===== config.mk =====
export PLATFORM = sky130hd
export DESIGN_NAME = bram_burst_initiator
export DESIGN_NICKNAME = d
export VERILOG_FILES = /design/src/rtl/bram_burst_pkg.sv /design/src/rtl/bram_outstanding_ctr.sv /design/src/rtl/bram_burst_initiator.sv
export SDC_FILE = /design/constraint.sdc
export NUM_CORES = 1
export LEC_CHECK = 0
export CORE_ASPECT_RATIO = 0.9
export CORE_UTILIZATION = 48
export CTS_CLUSTER_SIZE = 12
export DETAILED_ROUTE_END_ITERATION = 6
export GPL_ROUTABILITY_DRIVEN = 0
export PLACE_DENSITY = 0.8
export SLEW_MARGIN = 30
export SYNTH_ARGS = -nofsm -noshare
export SYNTH_HDL_FRONTEND = slang
export SYNTH_HIERARCHICAL = 1
export SYNTH_SLANG_ARGS = --single-unit

===== constraint.sdc =====
create_clock -name clk -period 4.6 [get_ports clk]
set_clock_uncertainty 0.1 [all_clocks]
set_input_delay 1.15 -clock clk [delete_from_list [all_inputs] [get_ports clk]]
set_output_delay 1.15 -clock clk [all_outputs]
set_load 0.01 [all_outputs]

===== src/rtl/bram_burst_pkg.sv =====
// Shared types and bit offsets for the BRAM burst initiator.
package bram_burst_pkg;

  typedef enum logic [1:0] {
    IDLE  = 2'd0,
    ISSUE = 2'd1,
    DRAIN = 2'd2
  } state_e;

  // Packed RAM request {addr, data, wr}
  localparam int WR_BIT   = 0;
  localparam int DATA_LSB = 1;

  // Command {fill, count, base, is_write}
  localparam int CMD_WR_BIT   = 0;
  localparam int CMD_BASE_LSB = 1;

  function automatic int addr_lsb(input int width);
    return width + 1;
  endfunction

  function automatic int cmd_count_lsb(input int addr_width);
    return 1 + addr_width;
  endfunction

  function automatic int cmd_fill_lsb(input int addr_width, input int count_width);
    return 1 + addr_width + count_width;
  endfunction

endpackage


===== src/rtl/bram_outstanding_ctr.sv =====
// Saturating up/down count of requests accepted but not yet answered.
module bram_outstanding_ctr #(
  parameter int MaxOutstanding = 4
) (
  input  logic clk,
  input  logic resetn,
  input  logic inc,
  input  logic dec,
  output logic full,
  output logic empty
);

  localparam int CntW = $clog2(MaxOutstanding + 1);

  logic [CntW-1:0] cnt_r;

  // Count register: simultaneous inc/dec cancels; decrement floors at zero.
  always_ff @(posedge clk) begin
    if (!resetn) begin
      cnt_r <= {CntW{1'b0}};
    end else if (inc && !dec && !full) begin
      cnt_r <= cnt_r + CntW'(1);
    end else if (dec && !inc && !empty) begin
      cnt_r <= cnt_r - CntW'(1);
    end else begin
      cnt_r <= cnt_r;
    end
  end

  assign full  = (cnt_r == CntW'(MaxOutstanding));
  assign empty = (cnt_r == {CntW{1'b0}});

endmodule


===== src/rtl/bram_burst_initiator.sv =====
// Burst initiator on the valid/bp block-RAM port protocol.
// Optional sticky error output enabled by BRAM_BURST_INITIATOR_ERR_EN.
module bram_burst_initiator
  import bram_burst_pkg::*;
#(
  parameter int Width          = 8,
  parameter int AddrWidth      = 8,
  parameter int CountWidth     = 8,
  parameter int MaxOutstanding = 4
) (
  input  logic                              clk,
  input  logic                              resetn,
  input  logic [AddrWidth+CountWidth+Width:0] cmd,
  input  logic                              cmd_valid,
  output logic                              cmd_bp,
  output logic [Width+AddrWidth:0]          mem_req,
  output logic                              mem_req_valid,
  input  logic                              mem_req_bp,
  input  logic [Width-1:0]                  mem_resp,
  input  logic                              mem_resp_valid,
  output logic                              mem_resp_bp,
  output logic [Width-1:0]                  rd_data,
  output logic                              rd_valid,
  input  logic                              rd_bp,
  output logic                              done
`ifdef BRAM_BURST_INITIATOR_ERR_EN
  ,
  output logic                              err
`endif
);

  localparam int AddrLsb = addr_lsb(Width);
  localparam int CntLsb  = cmd_count_lsb(AddrWidth);
  localparam int FillLsb = cmd_fill_lsb(AddrWidth, CountWidth);

  state_e                state_r, state_nxt_s;
  logic                  is_write_r;
  logic [AddrWidth-1:0]  addr_r;
  logic [CountWidth-1:0] count_r;
  logic [CountWidth-1:0] issued_r;
  logic [Width-1:0]      fill_r;
  logic                  done_r;

  logic                  cmd_bp_s, mem_req_valid_s, read_active_s, mem_resp_bp_s;
  logic                  cmd_acc_s, req_acc_s, resp_acc_s, last_req_s;
  logic                  ctr_full_s, ctr_empty_s;
  logic                  cmd_wr_s;
  logic [AddrWidth-1:0]  cmd_base_s;
  logic [CountWidth-1:0] cmd_count_s;
  logic [Width-1:0]      cmd_fill_s;
  logic [Width+AddrWidth:0] mem_req_s;

  assign cmd_wr_s    = cmd[CMD_WR_BIT];
  assign cmd_base_s  = cmd[CMD_BASE_LSB +: AddrWidth];
  assign cmd_count_s = cmd[CntLsb +: CountWidth];
  assign cmd_fill_s  = cmd[FillLsb +: Width];

  assign cmd_acc_s  = cmd_valid && !cmd_bp_s;
  assign req_acc_s  = mem_req_valid_s && !mem_req_bp;
  assign resp_acc_s = mem_resp_valid && !mem_resp_bp_s;
  assign last_req_s = req_acc_s && (issued_r == (count_r - CountWidth'(1)));

  bram_outstanding_ctr #(
    .MaxOutstanding(MaxOutstanding)
  ) u_ctr (
    .clk   (clk),
    .resetn(resetn),
    .inc   (req_acc_s),
    .dec   (resp_acc_s),
    .full  (ctr_full_s),
    .empty (ctr_empty_s)
  );

  // State register.
  always_ff @(posedge clk) begin
    if (!resetn) begin
      state_r <= IDLE;
    end else begin
      state_r <= state_nxt_s;
    end
  end

  // Next-state decode; a zero-length command never leaves IDLE.
  always_comb begin
    state_nxt_s = state_r;
    case (state_r)
      IDLE: begin
        if (cmd_acc_s && (cmd_count_s != {CountWidth{1'b0}})) begin
          state_nxt_s = ISSUE;
        end else begin
          state_nxt_s = IDLE;
        end
      end
      ISSUE: begin
        if (last_req_s) begin
          state_nxt_s = DRAIN;
        end else begin
          state_nxt_s = ISSUE;
        end
      end
      DRAIN: begin
        if (ctr_empty_s) begin
          state_nxt_s = IDLE;
        end else begin
          state_nxt_s = DRAIN;
        end
      end
      default: state_nxt_s = IDLE;
    endcase
  end

  // Output decode from state; response routing follows the latched op.
  always_comb begin
    cmd_bp_s        = 1'b1;
    mem_req_valid_s = 1'b0;
    read_active_s   = 1'b0;
    case (state_r)
      IDLE: begin
        cmd_bp_s = 1'b0;
      end
      ISSUE: begin
        mem_req_valid_s = (issued_r < count_r) && !ctr_full_s;
        read_active_s   = !is_write_r;
      end
      DRAIN: begin
        read_active_s = !is_write_r;
      end
      default: begin
        cmd_bp_s = 1'b0;
      end
    endcase
  end

  // Burst datapath: command latch, address walk, done pulse.
  always_ff @(posedge clk) begin
    if (!resetn) begin
      is_write_r <= 1'b0;
      addr_r     <= {AddrWidth{1'b0}};
      count_r    <= {CountWidth{1'b0}};
      issued_r   <= {CountWidth{1'b0}};
      fill_r     <= {Width{1'b0}};
      done_r     <= 1'b0;
    end else begin
      done_r <= 1'b0;
      case (state_r)
        IDLE: begin
          if (cmd_acc_s) begin
            is_write_r <= cmd_wr_s;
            addr_r     <= cmd_base_s;
            count_r    <= cmd_count_s;
            fill_r     <= cmd_fill_s;
            issued_r   <= {CountWidth{1'b0}};
            done_r     <= (cmd_count_s == {CountWidth{1'b0}});
          end
        end
        ISSUE: begin
          if (req_acc_s) begin
            addr_r   <= addr_r + AddrWidth'(1);
            issued_r <= issued_r + CountWidth'(1);
          end
        end
        DRAIN: begin
          done_r <= ctr_empty_s;
        end
        default: done_r <= 1'b0;
      endcase
    end
  end

  // Request packing at the package offsets.
  always_comb begin
    mem_req_s                        = {(Width+AddrWidth+1){1'b0}};
    mem_req_s[WR_BIT]                = is_write_r;
    mem_req_s[DATA_LSB +: Width]     = fill_r;
    mem_req_s[AddrLsb +: AddrWidth]  = addr_r;
  end

  assign mem_resp_bp_s = read_active_s ? rd_bp : 1'b0;

  assign cmd_bp        = cmd_bp_s;
  assign mem_req       = mem_req_s;
  assign mem_req_valid = mem_req_valid_s;
  assign mem_resp_bp   = mem_resp_bp_s;
  assign rd_data       = mem_resp;
  assign rd_valid      = read_active_s && mem_resp_valid;
  assign done          = done_r;

`ifdef BRAM_BURST_INITIATOR_ERR_EN
  logic [AddrWidth+CountWidth+Width:0] cmd_prev_r;
  logic                                err_r;
  logic                                stray_s;

  // A stray is a response accepted with nothing in flight and no issue alongside.
  assign stray_s = resp_acc_s && !req_acc_s && ctr_empty_s;

  // Sticky protocol error: stray response or command changed while stalled.
  always_ff @(posedge clk) begin
    if (!resetn) begin
      cmd_prev_r <= {(AddrWidth+CountWidth+Width+1){1'b0}};
      err_r      <= 1'b0;
    end else begin
      cmd_prev_r <= cmd;
      if (stray_s || (cmd_valid && cmd_bp_s && (cmd != cmd_prev_r))) begin
        err_r <= 1'b1;
      end
    end
  end

  assign err = err_r;
`endif

endmodule


Figure 1. Clock distribution.
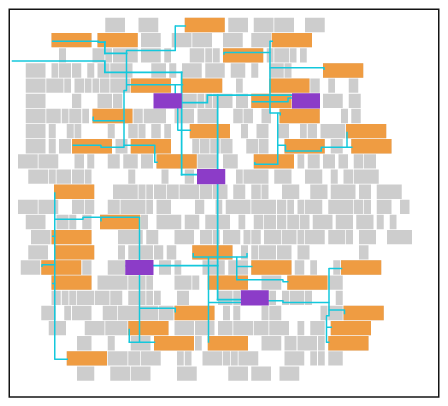
- orange: flip-flops (count 39)
- purple: clock drivers (count 5)
- cyan: clock wires (length 491 um)
- flops lie: widely spread

Figure 2. The metal 1 layer.
Supply wires on this layer in gray.
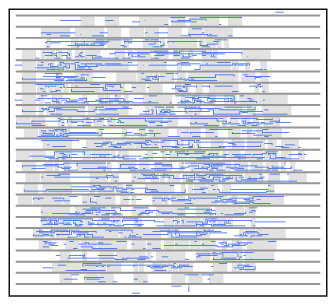
- share of all routed wire: 47%
- nets with wire on the layer: 359
- main direction: horizontal
- wire length on this layer: 2,490 um

==> flow_summary.toml <==
# implementation run metrics
[logic_synthesis]
synthTopCellsByCount = "nand2_1 (62), dfxtp_1 (39), a21oi_1 (19), inv_1 (19), a21boi_1 (17)"
edf_count = 0
synthCells = 307
syn_area_um2 = 2420
fp_nets = 362
netlist.area_leader.share_pct = 32.3
ys_cells = 307
netlist.top_cell.by_instances = "nand2_1"
async_flop_share_pct = 0
ys_sh_simple_pct = 24.6
ys_sh_xor_pct = 4.71
ys_sh_mux_pct = 1.71
synth.avg_cell_area_um2 = 7.88
flop_cell = "dfxtp_1"
ys_types = 51
topCellsByArea = "dfxtp_1 (32%), nand2_1 (9.6%), ha_1 (7.8%), a21boi_1 (5.3%), a21oi_1 (3.9%)"
yosys_warnings = 6
compound_area_share_pct = 20.3
ys_area_um2 = 2420

[layout]
n_antenna_cell = 0
syn2layout_area_growth_pct = 24.0
layout-drive-gt1-share_pct = 4.62
mostFrequentLayoutCell = "nand2_1"
fin_nets = 402
final_cell_mix = "nand2_1 (62), clkdlybuf4s50_1 (52), dfxtp_1 (39)"
nFillCells = 441
finalNonFillerCells = 411

[worst_setup_path]
critical_path_required_ns = 3.35
worst-path-buf-inv = 2
slowest_delay_ns = 0.54
critPathLaunchType = "input pin"
path_common_cell = "clkdlybuf4s50_1"
crit_slowest_cell = "clkdlybuf4s50_1"
crit_type = "input pin to output port"
cp.arrival_ns = 2.35
path_cells = "clkdlybuf4s50_1, and3b_1, clkdlybuf4s50_1"
crit_family = "buffers and inverters"
critPathCaptureType = "output port"

[power]
ir_worst_vdd_uv = 176
p_leak_nw = 1.12

[clock_network]
cts-root-buf = "clkbuf_8"
postCtsSetupBuffers = 0
clk_path_buf_depth = 2
cts_made_buffers = 5
cts_resized = 0

[detailed_routing]
met2_length_um = 2590
routedWlPerCell_um = 13.0
antenna_left = 0
dr_wl_met3_um = 203
drcViolationCount = 0
drt_iter0_drc = 161

[floorplan]
dieHeight_um = 69.3
fp_util_pct = 50.0
row_count = 24
num_io_pins = 69
fp.coreArea_um2 = 4830
dieArea_um2 = 5330
fp.dieW_um = 76.8

[job]
warnings = 29
cap_violations = 0

[timing]
slew_violations = 0
rsz0062_at_grt = "false"
fmax_mhz = 277
setup_viol = 0
slew_headroom_pct = 35.2
finalCritPeriodShare_pct = 78.4
period_needed_ns = 3.60
setup-tns-final_ns = 0

[run_status]
outcome = "complete, no violations"

[placement]
dp_hpwl_um = 3980
portBuffers = 52
dpl.cell_count = 405
dpl_cell_area_um2 = 2920
dp_worst_setup_slack_ns = 0.846

[global_route]
grt_max_degree = 30
antenna_found_initial = 0
grt_usage_pct = 21.3
grt_pass1_wl_um = 9290
where the power goes:
group          switching (mW)  internal (mW)  leakage, nW  total, mW
clock                   0.112          0.101       0.0371      0.213
sequential             0.0262          0.361        0.318      0.388
combinational           0.120          0.120        0.763      0.240
total                   0.259          0.582         1.12      0.841
cell type report:
type                    count  area, um2  share of cell area, %
clock buffers               6       72.6                   2.42
inverters                  19       71.3                   2.38
multi-input cells         227       1450                   48.3
flip-flops and latches     39        781                   26.0
well taps                  65       81.3                   2.71
repair buffers             55        543                   18.1
final timing paths:
| kind | from | to | slack, ns | cells after the start |
|---|---|---|---|---|
| worst max-delay path | rd_bp | mem_resp_bp | 1.0 | 3 |
| worst min-delay path | fill_r[1]$_SDFFE_PN0P_ | fill_r[1]$_SDFFE_PN0P_ | 0.36 | 2 |
| worst max register to register | count_r[1]$_SDFFE_PN0P_ | u_ctr/cnt_r[2]$_SDFFE_PN0P_ | 1.12 | 12 |
| worst min register to register | fill_r[1]$_SDFFE_PN0P_ | fill_r[1]$_SDFFE_PN0P_ | 0.36 | 2 |
through the flow:
| stage | util [%] | hold slack [ns] |
|---|---|---|
| floorplan | - | 0.353 |
| detailed placement | 60.5 | 0.349 |
| global route | 62.0 | 0.380 |
| finish | 62.0 | 0.355 |
| global placement | 60.5 | 0.341 |
| CTS | 62.0 | 0.357 |
layer usage:
layer	up-vias	track usage, %
li1	1132	-
met1	1034	26.6
met2	36	36.5
met3	8	4.74
met4	0	5.98
met5	-	0
sequential cells by signal (all words and copies together) (netlist names):
| name | cells |
|---|---|
| state_r | 2 |
| count_r | 8 |
| fill_r | 8 |
| is_write_r | 1 |
| issued_r | 8 |
| addr_r | 8 |
| done | 1 |
| u_ctr/cnt_r | 3 |
Power figures rest on the tool's default switching activity, not on a simulated workload.
